**src/rtl/uart_pkg.sv**
```systemverilog
// Shared UART definitions: receive FSM states, oversampling constants and a
// 2-of-3 majority helper used when RX_MAJORITY_EN is defined.
package uart_pkg;

  localparam int unsigned OVS_TICKS = 16;
  localparam int unsigned MID_TICK  = 7;
  localparam int unsigned DATA_BITS = 8;

  typedef enum logic [1:0] {
    IDLE,
    START,
    DATA,
    STOP
  } rx_state_e;

  function automatic logic majority3(input logic a, input logic b, input logic c);
    return (a & b) | (a & c) | (b & c);
  endfunction

endpackage

```
**src/rtl/receiver_sync_chain.sv**
```systemverilog
// Multi-flop synchronizer for an asynchronous level; flops reset to 1 so an
// idle serial line never looks like a start edge coming out of reset.
module sync_chain #(
  parameter int unsigned SYNC_STAGES = 2
) (
  input  logic clk,
  input  logic rst,
  input  logic d,
  output logic q
);

  logic [SYNC_STAGES-1:0] sync_q;
  logic [SYNC_STAGES-1:0] sync_d;

  always_comb begin
    sync_d = {sync_q[SYNC_STAGES-2:0], d};
  end

  always_ff @(posedge clk or posedge rst) begin
    if (rst) begin
      sync_q <= '1;
    end else begin
      sync_q <= sync_d;
    end
  end

  assign q = sync_q[SYNC_STAGES-1];

endmodule

```
**src/rtl/receiver.sv**
```systemverilog
// UART 8N1 receiver on a 16x br_tick strobe. Define RX_MAJORITY_EN to take
// each bit as the 2-of-3 majority of three consecutive tick samples.
module receiver
  import uart_pkg::*;
#(
  parameter int unsigned SYNC_STAGES = 2
) (
  input  logic       clk,
  input  logic       rst,
  input  logic       br_tick,
  input  logic       rx,
  output logic [7:0] rx_data,
  output logic       rx_done,
  output logic       rx_busy,
  output logic       rx_frame_err
);

  // Majority mode delays the start decision by two ticks; the data/stop grid
  // shifts with it because tick_cnt is cleared at that decision.
`ifdef RX_MAJORITY_EN
  localparam logic [3:0] START_DECIDE = 4'(MID_TICK + 2);
`else
  localparam logic [3:0] START_DECIDE = 4'(MID_TICK);
`endif
  localparam logic [3:0] BIT_DECIDE = 4'(OVS_TICKS - 1);
  localparam logic [2:0] LAST_BIT   = 3'(DATA_BITS - 1);

  logic       rx_s;
  logic       rx_s_d_q, rx_s_d_d;
  logic       sample;
  rx_state_e  state_q, state_d;
  logic [3:0] tick_cnt_q, tick_cnt_d;
  logic [2:0] bit_cnt_q, bit_cnt_d;
  logic [7:0] shift_q, shift_d;
  logic [7:0] rx_data_q, rx_data_d;
  logic       rx_done_q, rx_done_d;
  logic       rx_busy_q, rx_busy_d;
  logic       rx_frame_err_q, rx_frame_err_d;

  sync_chain #(.SYNC_STAGES(SYNC_STAGES)) u_sync (
    .clk (clk),
    .rst (rst),
    .d   (rx),
    .q   (rx_s)
  );

`ifdef RX_MAJORITY_EN
  logic [1:0] hist_q, hist_d;

  always_comb begin
    hist_d = br_tick ? {hist_q[0], rx_s} : hist_q;
    sample = majority3(hist_q[1], hist_q[0], rx_s);
  end

  always_ff @(posedge clk or posedge rst) begin
    if (rst) begin
      hist_q <= '1;
    end else begin
      hist_q <= hist_d;
    end
  end
`else
  always_comb begin
    sample = rx_s;
  end
`endif

  always_comb begin
    rx_s_d_d       = rx_s;
    state_d        = state_q;
    tick_cnt_d     = tick_cnt_q;
    bit_cnt_d      = bit_cnt_q;
    shift_d        = shift_q;
    rx_data_d      = rx_data_q;
    rx_done_d      = 1'b0;
    rx_frame_err_d = 1'b0;

    unique case (state_q)
      IDLE: begin
        if (rx_s_d_q && !rx_s) begin
          state_d    = START;
          tick_cnt_d = '0;
          bit_cnt_d  = '0;
        end
      end
      START: begin
        if (br_tick) begin
          if (tick_cnt_q == START_DECIDE) begin
            tick_cnt_d = '0;
            state_d    = sample ? IDLE : DATA;
          end else begin
            tick_cnt_d = tick_cnt_q + 4'd1;
          end
        end
      end
      DATA: begin
        if (br_tick) begin
          tick_cnt_d = tick_cnt_q + 4'd1;
          if (tick_cnt_q == BIT_DECIDE) begin
            shift_d = {sample, shift_q[7:1]};
            if (bit_cnt_q == LAST_BIT) begin
              state_d = STOP;
            end else begin
              bit_cnt_d = bit_cnt_q + 3'd1;
            end
          end
        end
      end
      STOP: begin
        if (br_tick) begin
          if (tick_cnt_q == BIT_DECIDE) begin
            state_d = IDLE;
            if (sample) begin
              rx_data_d = shift_q;
              rx_done_d = 1'b1;
            end else begin
              rx_frame_err_d = 1'b1;
            end
          end else begin
            tick_cnt_d = tick_cnt_q + 4'd1;
          end
        end
      end
      default: state_d = IDLE;
    endcase

    rx_busy_d = (state_d != IDLE);
  end

  always_ff @(posedge clk or posedge rst) begin
    if (rst) begin
      rx_s_d_q       <= 1'b1;
      state_q        <= IDLE;
      tick_cnt_q     <= '0;
      bit_cnt_q      <= '0;
      shift_q        <= '0;
      rx_data_q      <= '0;
      rx_done_q      <= 1'b0;
      rx_busy_q      <= 1'b0;
      rx_frame_err_q <= 1'b0;
    end else begin
      rx_s_d_q       <= rx_s_d_d;
      state_q        <= state_d;
      tick_cnt_q     <= tick_cnt_d;
      bit_cnt_q      <= bit_cnt_d;
      shift_q        <= shift_d;
      rx_data_q      <= rx_data_d;
      rx_done_q      <= rx_done_d;
      rx_busy_q      <= rx_busy_d;
      rx_frame_err_q <= rx_frame_err_d;
    end
  end

  assign rx_data      = rx_data_q;
  assign rx_done      = rx_done_q;
  assign rx_busy      = rx_busy_q;
  assign rx_frame_err = rx_frame_err_q;

endmodule

```
**config.mk**
```make
export PLATFORM = sky130hd
export DESIGN_NAME = receiver
export DESIGN_NICKNAME = d
export VERILOG_FILES = /design/src/rtl/uart_pkg.sv /design/src/rtl/receiver_sync_chain.sv /design/src/rtl/receiver.sv
export SDC_FILE = /design/constraint.sdc
export NUM_CORES = 1
export LEC_CHECK = 0
export ABC_AREA = 0
export CAP_MARGIN = 40
export CORE_MARGIN = 3
export CORE_UTILIZATION = 35
export DETAILED_ROUTE_END_ITERATION = 16
export GPL_ROUTABILITY_DRIVEN = 0
export HOLD_SLACK_MARGIN = 0.12
export SLEW_MARGIN = 10
export SYNTH_ARGS = -nofsm -noshare
export SYNTH_HDL_FRONTEND = slang
export SYNTH_SLANG_ARGS = --single-unit
```
**constraint.sdc**
```tcl
create_clock -name clk -period 4.93 [get_ports clk]
set_clock_uncertainty 0.1 [all_clocks]
set_input_delay 0.493 -clock clk [delete_from_list [all_inputs] [get_ports clk]]
set_output_delay 0.493 -clock clk [all_outputs]
set_load 0.02 [all_outputs]
```
==> results.ini <==
[pwr]
switchingPower_uw = 195
p_int_uw = 490
pwr_density_cell_mw_per_mm2 = 429
seqPwrFrac_pct = 51.2
pwr-share-clk_pct = 28.2
p_sw_share_pct = 28.5
leakage_uw = 0.000730
irDropWorstVdd_uv = 173
p_total_uw = 685
combPwrFrac_pct = 20.6

[worst_setup_path]
critPathKind = in2reg
crit_fanout = 9
cp.arrival_ps = 1910
critPathSlowestCell = clkdlybuf4s50_1
worstReg2RegEnd = rx_busy$_DFF_PP0_
reg2reg_depth = 6
start_kind = primary input
crit_chain = clkdlybuf4s50_1 -> nand2_1 -> nor2_1 -> nand3_2 -> mux2_2
required_ps = 4990
cpPeakStageDelay_ps = 530
rr_startpoint = bit_cnt_q[0]$_DFFE_PP0P_
endpoint = rx_data[1]$_DFFE_PP0P_
end_kind = flop
r2r_slack_ps = 3080
crit_path_start = br_tick

[drt]
vias_per_cell = 4.96
drt_iter0_markers = 60
drc = 0
drt_pre_antenna_iters = 4
ant_nets = 0

[final_timing]
setup_tns_ps = 0
hold_ws_ps = 254
period_minus_slack_ps = 1850
setup_viol = 0
setup_ws_ps = 3080
worstMarginPinSlew_ps = 399
rsz0062_at_grt = no
fmax_mhz = 539
hold_viol_final = 0
final-max-slew-violation-count = 0
finalCritPeriodShare_pct = 37.6
relSlewSlack_pct = 73.4

[clocking]
htreeDepth = 2
cts_buffers = 5
clk_transition_reported_paths_ps = 60
ctsResizeCount = 0
clockBufferDepth = 2
hold_buffers = 0
clock_latency_ps = 270
root_buffer = clkbuf_8
cts.sinks = 31
cts_setup_buffers = 0
cts_tree = done

[synth]
edf_count = 0
synth_nets = 104
syn_avg_cell_area_um2 = 13.7
area_leaders = dfrtp_1 (53%), mux2_2 (14%), dfstp_2 (5.9%)
yosys.area.top_type_share_pct = 52.6
async_flop_share_pct = 100
synth_stat.cells = 97
common_cells = dfrtp_1 (28), mux2_2 (17), a22o_1 (4), nand2_1 (4)
yosys.area.top_type = dfrtp_1
ys_types = 33
synthFlopType = dfrtp_1
yosysSeqAreaShare_pct = 58.5
ys_ff = 31
yosys_warnings = 0
syn_inst = 97
yosys_area_mm2 = 0.00133
most_common_cell = dfrtp_1
synthesis.area_mm2 = 0.00133

[final_layout]
antenna_cells = 0
fin_nets = 123
drive_gt1_share_pct = 28.4
areaGrowthSynthToFinish_pct = 19.9
finalNonFillerCells = 162

[run]
maxCapViolCount = 0
warnings = 26

[worst_hold_path]
min_delay_worst_endpoint = u_sync.sync_q[1]$_DFF_PP1_
hold_path.startpoint = u_sync.sync_q[0]$_DFF_PP1_
hp-class = reg2reg
hold_depth = 0

[floorplan]
die_h_um = 67.7
fp_util_pct = 38.1
die_w_um = 67.7
die-area_mm2 = 0.00458
io_pins = 15

[placement]
postPlaceCellArea_mm2 = 0.00151
pre_cts_slack_ps = 2780
hpwl_mm = 1.47
io_buffers = 14
dp.cells = 155

[run_status]
status = completed

[global_routing]
grt_pass1_wl_mm = 3.97
gr-total-overflow = 0
grt_antenna_before_repair = 0
grt_pass1_vias = 885
grt_max_degree = 32

-- flip-flops by register name, indices dropped and copies added (netlist names) --
signal and flops:
bit_cnt_q 3, rx_busy 1, rx_data 8, rx_done 1
rx_frame_err 1, rx_s_d_q 1, shift_q 8, state_q 2
tick_cnt_q 4, u_sync.sync_q 2
-- kinds of logic after synthesis --
logic type      after synthesis  synth area share, %
compound gates               16                 8.73
buf+inv                       6                 2.91
simple gates                 23                 11.9
fa+ha+maj                     3                 2.82
mux                          18                 15.1
flops                        31                 58.5
-- layout by cell type, fill, tap and decap left out, types with 2 or more instances in the layout --
master           count
dfrtp_1             28
mux2_2              17
clkdlybuf4s50_1     14
clkbuf_8             6
nand2_1              4
a22o_1               4
inv_1                3
o21ai_0              3
a21oi_1              3
ha_1                 3
dfstp_2              3
nand3_1              2
and3_1               2
nand3b_1             2
or2_1                2
-- power groups by stage --
stage	clock network (µW)	logic, µW	registers, µW
finish	193	141	351
global route	212	163	362
CTS	201	143	352
detailed placement	0	143	355
global placement	0	137	355
floorplan	0	133	334
-- worst max-delay path, delay by kind of cell --
kind                   cells  cell delay [ps]
buffers and inverters      1              530
AND/OR/NAND/NOR            3              540
multiplexers               1              350
-- routing by layer --
metal  global-route usage (%)  vias up  share of wire (%)
li1                         -      388                  -
met1                     15.4      390                 49
met2                     17.3       21                 44
met3                     4.16        5                5.3
met4                     6.08        0                1.7
met5                        0        -                  0
-- area by class of cell --
class	instances	area (µm²)
sequential	31	779
fill	327	1900
clock buffer	6	82.6
clock inverter	1	5.00
tap	46	57.6
inverter	3	11.3
multi-input combinational	60	514
timing repair buffer	15	148
### Sequential cells coloured by netlist name

Bar = 20 µm. Other sequential cells in the stronger grey, the rest of the logic in the fainter grey.
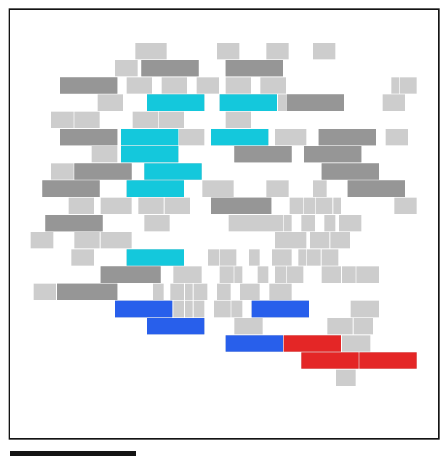
legend:
  blue:
    name_in_the_netlist: tick_cnt_q
    placed_flops: 4
    where: bottom centre
  cyan:
    name_in_the_netlist: shift_q
    placed_flops: 8
  red:
    name_in_the_netlist: bit_cnt_q
    placed_flops: 3
not coloured: 16
utilization after layout: 45.7%
Seq/total area: 48.8%
sequential power: 351 µW
FF/Latch Area: 779 µm²

### Routed metal, one colour a layer

Bar = 20 µm.
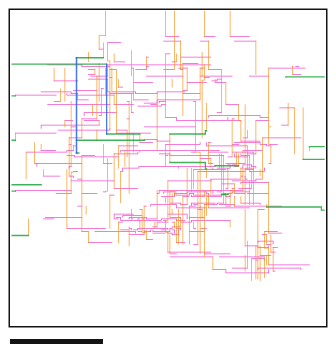
legend:
  orange:
    layer: M2
    wire_length: 922 µm
  blue:
    layer: M4
    wire_length: 35.4 µm
  magenta:
    layer: M1
    wire_length: 1,040 µm
  green:
    layer: M3
    wire_length: 113 µm
DR vias: 804
Overall Global Routing Usage: 11.8%

### Cell classes on the final placement

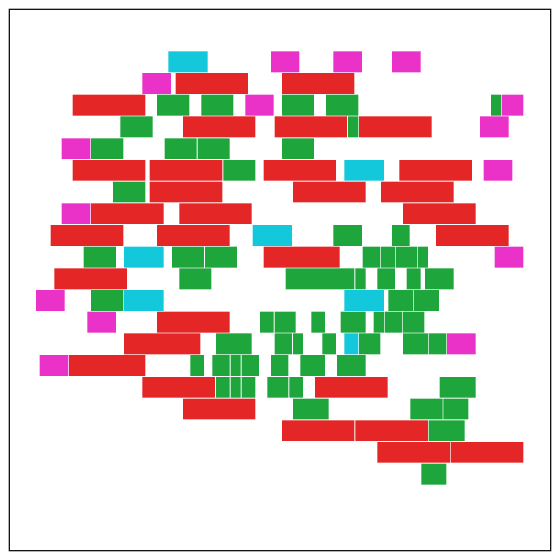
legend:
  magenta:
    class: remaining buffers and delay cells
    cells: 15
  cyan:
    class: clock drivers and dummy loads
    cells: 7
  green:
    class: remaining logic cells
    cells: 63
  red:
    class: registers
    cells: 31
num rows: 21
Placeable Area: 0.00349 mm²
design area: 0.00160 mm²

### Wire density map

Bar = 20 µm. The die is cut into 14 by 14 equal tiles; dark blue is low, red is high, scaled to the fullest tile. Values are wire area over tile area, all layers added.
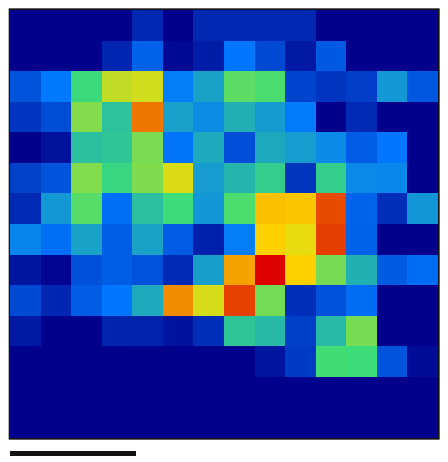
emptiest ninth of the die: lower left
nearly empty tiles: 34%
densest ninth of the die: centre
Routed WL: 2.11 mm
wire per inst: 13.0 µm

Power and IR drop assume default switching activity.
